### Drive-strength map

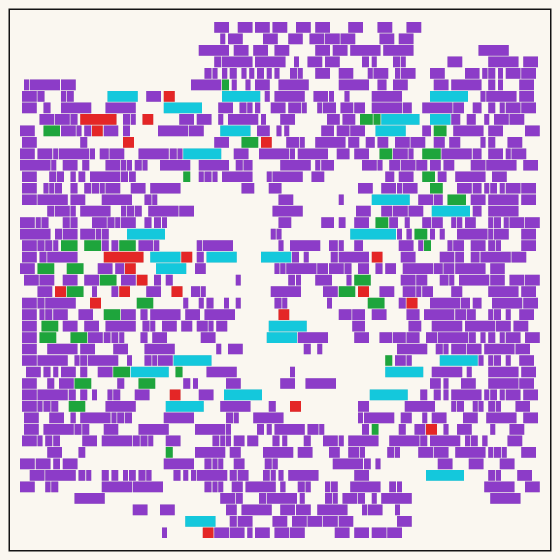
### Placed standard cells

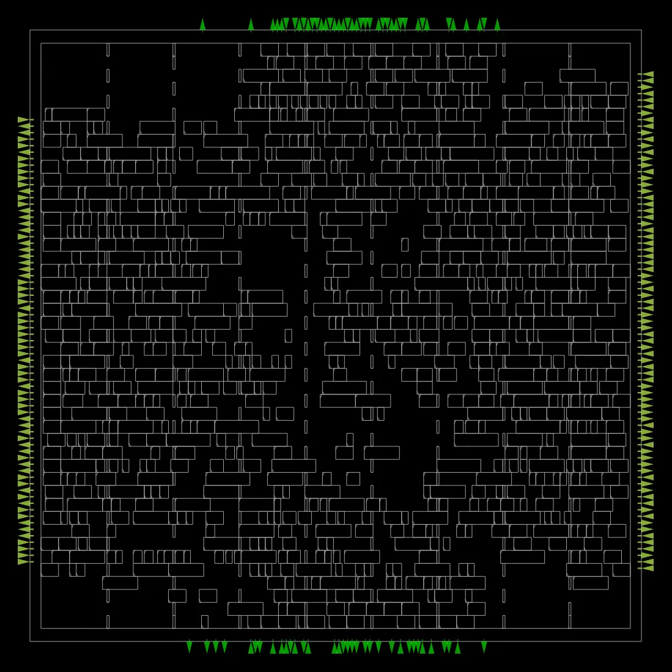
### Nets reached from selected ports

Scale bar: 50 um.
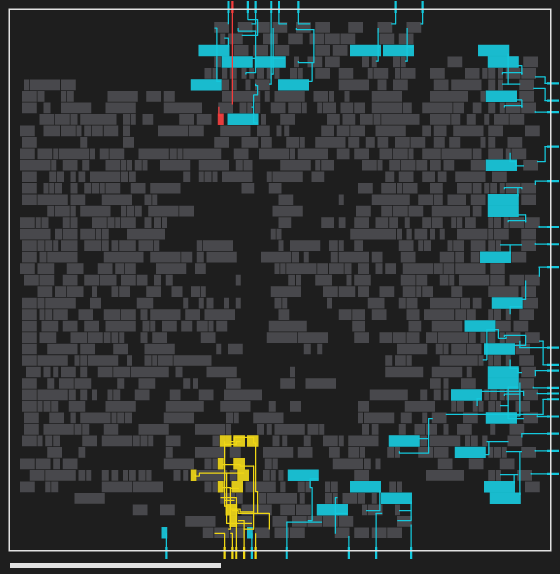
===== src/rtl/mem_stage.sv =====
// Load/store stage: forwards ALU results to writeback and runs loads/stores
// against a single-ported data RAM with a request/ready handshake.
module mem_stage (
    input  logic        clk,
    input  logic        reset,
    input  logic        in_valid,
    output logic        in_ready,
    input  logic        in_is_load,
    input  logic        in_is_store,
    input  logic [2:0]  in_funct3,
    input  logic [31:0] in_result,
    input  logic [31:0] in_store_data,
    input  logic [4:0]  in_rd,
    output logic        mem_req,
    output logic        mem_we,
    output logic [31:0] mem_addr,
    output logic [31:0] mem_wdata,
    output logic [3:0]  mem_wstrb,
    input  logic        mem_ready,
    input  logic [31:0] mem_rdata,
    output logic        wb_valid,
    output logic [4:0]  wb_rd,
    output logic [31:0] wb_data,
    output logic        misalign_err
);

    typedef enum logic {IDLE, ACCESS} state_t;

    state_t      r_state;
    state_t      w_nextState;

    logic        r_we;
    logic [31:0] r_addr;
    logic [31:0] r_wdata;
    logic [3:0]  r_wstrb;
    logic [2:0]  r_funct3;
    logic [1:0]  r_lane;
    logic [4:0]  r_rd;
    logic        r_wbValid;
    logic [4:0]  r_wbRd;
    logic [31:0] r_wbData;
    logic        r_misalign;

    logic        w_accept;
    logic        w_isMem;
    logic        w_aligned;
    logic        w_startAccess;
    logic        w_misaligned;
    logic        w_loadDone;
    logic [31:0] w_storeWdata;
    logic [3:0]  w_storeWstrb;
    logic [7:0]  w_loadByte;
    logic [15:0] w_loadHalf;
    logic [31:0] w_loadData;

    assign w_accept      = in_valid && (r_state == IDLE);
    assign w_isMem       = in_is_load || in_is_store;
    assign w_startAccess = w_accept && w_isMem && w_aligned;
    assign w_misaligned  = w_accept && w_isMem && !w_aligned;
    assign w_loadDone    = (r_state == ACCESS) && mem_ready && !r_we;

    always_comb begin
        w_aligned = 1'b1;
        case (in_funct3[1:0])
            2'b00:   w_aligned = 1'b1;
            2'b01:   w_aligned = ~in_result[0];
            default: w_aligned = (in_result[1:0] == 2'b00);
        endcase
    end

    // Store data is replicated into every lane so the strobes alone pick the bytes.
    always_comb begin
        w_storeWdata = 32'h0;
        w_storeWstrb = 4'b0000;
        if (in_is_store) begin
            case (in_funct3[1:0])
                2'b00: begin
                    w_storeWdata = {4{in_store_data[7:0]}};
                    w_storeWstrb = 4'b0001 << in_result[1:0];
                end
                2'b01: begin
                    w_storeWdata = {2{in_store_data[15:0]}};
                    w_storeWstrb = 4'b0011 << in_result[1:0];
                end
                default: begin
                    w_storeWdata = in_store_data;
                    w_storeWstrb = 4'b1111;
                end
            endcase
        end
    end

    always_comb begin
        w_loadByte = mem_rdata[7:0];
        case (r_lane)
            2'd0: w_loadByte = mem_rdata[7:0];
            2'd1: w_loadByte = mem_rdata[15:8];
            2'd2: w_loadByte = mem_rdata[23:16];
            2'd3: w_loadByte = mem_rdata[31:24];
        endcase
        w_loadHalf = r_lane[1] ? mem_rdata[31:16] : mem_rdata[15:0];
        w_loadData = mem_rdata;
        case (r_funct3)
            3'b000:  w_loadData = {{24{w_loadByte[7]}}, w_loadByte};
            3'b001:  w_loadData = {{16{w_loadHalf[15]}}, w_loadHalf};
            3'b100:  w_loadData = {24'h0, w_loadByte};
            3'b101:  w_loadData = {16'h0, w_loadHalf};
            default: w_loadData = mem_rdata;
        endcase
    end

    always_ff @(posedge clk) begin
        if (reset) begin
            r_state <= IDLE;
        end else begin
            r_state <= w_nextState;
        end
    end

    always_comb begin
        w_nextState = r_state;
        case (r_state)
            IDLE:    if (w_startAccess) w_nextState = ACCESS;
            ACCESS:  if (mem_ready)     w_nextState = IDLE;
            default: w_nextState = IDLE;
        endcase
    end

    always_comb begin
        in_ready = (r_state == IDLE);
        mem_req  = (r_state == ACCESS);
    end

    // Reset drops any outstanding access; the RAM side tolerates the abandoned request.
    always_ff @(posedge clk) begin
        if (reset) begin
            r_we       <= 1'b0;
            r_addr     <= 32'h0;
            r_wdata    <= 32'h0;
            r_wstrb    <= 4'b0000;
            r_funct3   <= 3'b000;
            r_lane     <= 2'b00;
            r_rd       <= 5'd0;
            r_wbValid  <= 1'b0;
            r_wbRd     <= 5'd0;
            r_wbData   <= 32'h0;
            r_misalign <= 1'b0;
        end else begin
            r_wbValid  <= 1'b0;
            r_misalign <= w_misaligned;
            if (w_accept && !w_isMem) begin
                r_wbValid <= (in_rd != 5'd0);
                r_wbRd    <= in_rd;
                r_wbData  <= in_result;
            end
            if (w_startAccess) begin
                r_we     <= in_is_store;
                r_addr   <= {in_result[31:2], 2'b00};
                r_wdata  <= w_storeWdata;
                r_wstrb  <= w_storeWstrb;
                r_funct3 <= in_funct3;
                r_lane   <= in_result[1:0];
                r_rd     <= in_rd;
            end
            if (w_loadDone) begin
                r_wbValid <= (r_rd != 5'd0);
                r_wbRd    <= r_rd;
                r_wbData  <= w_loadData;
            end
        end
    end

    assign mem_we       = r_we;
    assign mem_addr     = r_addr;
    assign mem_wdata    = r_wdata;
    assign mem_wstrb    = r_wstrb;
    assign wb_valid     = r_wbValid;
    assign wb_rd        = r_wbRd;
    assign wb_data      = r_wbData;
    assign misalign_err = r_misalign;

endmodule


===== config.mk =====
export PLATFORM = sky130hd
export DESIGN_NAME = mem_stage
export DESIGN_NICKNAME = d
export VERILOG_FILES = /design/src/rtl/mem_stage.sv
export SDC_FILE = /design/constraint.sdc
export NUM_CORES = 1
export LEC_CHECK = 0
export CAP_MARGIN = 10
export CORE_MARGIN = 2
export CORE_UTILIZATION = 35
export CTS_CLUSTER_DIAMETER = 100
export DETAILED_ROUTE_END_ITERATION = 6
export PLACE_DENSITY = 0.74
export SYNTH_ARGS = -nofsm -noshare
export SYNTH_HDL_FRONTEND = slang
export SYNTH_SLANG_ARGS = --single-unit

===== constraint.sdc =====
create_clock -name clk -period 2.2 [get_ports clk]
set_input_delay 0.33 -clock clk [delete_from_list [all_inputs] [get_ports clk]]
set_output_delay 0.33 -clock clk [all_outputs]
set_load 0.02 [all_outputs]

==> deck_impl_summary.md <==
Run Summary

Run status
  – Outcome: complete, no violations

Worst setup path
  – Startpoint of the most critical setup path: mem_req
  – Setup crit start kind: register
  – Worst Reg-to-Reg Cells: 4
  – Reg2Reg Capture Point: wb_data[4]
  – Timing endpoint of the critical path: mem_req
  – Delay-heaviest family, CP: buffers and inverters
  – Number of cells on the critical path: 1
  – Worst Path Max Fanout: 8
  – WP data arrival: 1660 ps
  – Cell-by-cell listing of the critical path: clkdlybuf4s50_1
  – Delay of the slowest cell on the worst path: 700 ps
  – Flop-to-flop setup slack: 300 ps
  – Reg2Reg Launch Point: r_funct3[1]

STA
  – Worst Hold Slack: 275 ps
  – Tcrit/Tclk final: 90.4%
  – Final-report max-slew violation count: 0
  – Total of endpoints with negative setup slack in the final report: 0
  – Worst setup skew after layout: 10.0 ps
  – Tightest slew margin relative to the limit: 60.7%
  – FMAX: 0.503 GHz
  – Total negative slack: 0 ps
  – Final min period: 1990 ps

Clock network
  – CTS-repair resized insts: 0
  – Number of buffers added for setup after CTS: 0
  – # hold bufs at CTS: 0
  – Clock-pin slew reported for the worst setup and hold paths after clock tree synthesis: 60 ps
  – Clock tree root buffer cell: sky130_fd_sc_hd__clkbuf_16

Power
  – Clk. pwr: 2.53 mW
  – Combinational cell fraction of total power: 18.7%
  – Total power divided by cell area: 712 nW/um^2
  – Post-layout power: 5.94 mW
  – Flop pwr share: 38.6%
  – Power share of the clock group: 42.6%
  – Sequential Power: 2.29 mW

Logic synthesis
  – Yosys warning total: 0
  – Simple-gate share of the synthesized area: 18.7%
  – Async S/R FF share, synth: 0%
  – Flip-flop and latch count after synthesis: 117
  – Compound-gate portion of the synthesized area: 23.5%
  – Netlist area before placement: 5370 um^2
  – Dominant register cell: sky130_fd_sc_hd__dfxtp_1
  – Prevailing logic family in the synthesized netlist: AND-OR/OR-AND gates
  – Post-synthesis adder-cell area fraction: 0%
  – Post-Syn Instances: 656
  – Post-Synthesis Mean Instance Area: 8.19 um^2
  – Share of the synthesized area in the top cell type: 43.6%
  – Yosys chip area: 5370 um^2
  – Cell accounting for the most synthesized area: sky130_fd_sc_hd__dfxtp_1
  – Most numerous cell in the Yosys netlist: sky130_fd_sc_hd__nand2_1

Final layout
  – Leading cell type in the layout, fill and taps excluded: sky130_fd_sc_hd__clkdlybuf4s50_1
  – Commonest cells after routing, fill and taps aside: 216 x sky130_fd_sc_hd__clkdlybuf4s50_1, 170 x sky130_fd_sc_hd__nand2_1, 117 x sky130_fd_sc_hd__dfxtp_1, 95 x sky130_fd_sc_hd__a21oi_1, 32 x sky130_fd_sc_hd__nand3_1

Die
  – Floorplan Utilization: 35.6%
  – Die ar.: 16400 um^2
  – Number of rows created at floorplan: 45
  – Area of the placeable core: 15100 um^2

Global routing
  – Vias in the first global route: 5269
  – Gr usage total: 22.1%

Placement
  – Final HPWL DP: 13500 um
  – Place WS: 38.8 ps
  – Area of placed instances: 7810 um^2

Detailed routing
  – Average wire per cell in the routed design: 17.5 um
  – DRC viols: 0
  – Number of search-and-repair iterations in the first detailed-routing pass: 4

Run
  – Total number of warnings across the stage logs: 26
  – Max-cap viol count: 0

Hold path
  – Worst hold endpoint: mem_wstrb[0]
  – Number of stages on the worst hold path: 2
  – Worst Min Path Start: reset
Notes on 'Drive-strength map' above:
Key: purple = drive 1 or less [cells 782]; green = drive 2 [cells 38]; cyan = drive 6 and up [cells 28]; red = drive 3 to 4 [cells 22]
post-route cell area: 8340 um^2
layout overhead on the synthesized area: 55.3%

Notes on 'Placed standard cells' above:
well-tap cell count: 188
count of sequential standard cells: 117
final cell count without fillers: 1058
filler instances: 1422
fraction of area in registers: 28.1%

Notes on 'Nets reached from selected ports' above:
Key: cyan = mem_addr [direction output, end cells 32, buffers 30, wire 529 um]; yellow = in_rd [direction input, end cells 12, buffers 5, wire 174 um]; red = in_ready [direction output, end cells 1, buffers 1, wire 24.7 um]
buffers added on ports: 217
I/O pin count: 220

area by class of cell:
| type | count | area [um^2] |
|---|---|---|
| fill | 1422 | 6750 |
| inverter | 2 | 7.51 |
| timing repair buffer | 242 | 2460 |
| clock buffer | 21 | 450 |
| sequential | 117 | 2340 |
| multi-input combinational | 477 | 2770 |
| tap | 188 | 235 |
| clock inverter | 11 | 85.1 |
per-layer routing:
layer	vias to the layer above	part of all wire (%)	track usage, %
met2	220	48	37.0
met4	0	2.2	8.86
li1	2745	-	-
met3	22	8.5	6.72
met5	-	0	0
met1	2628	42	26.5
registers in the layout, indices dropped and copies added, names as in the netlist:
signal        cells
r_lane            2
r_rd              5
mem_we            1
wb_valid          1
mem_req           1
mem_wdata        32
misalign_err      1
mem_addr         30
wb_data          32
wb_rd             5
r_funct3          3
mem_wstrb         4
Power figures rest on the tool's default switching activity, not on a simulated workload.
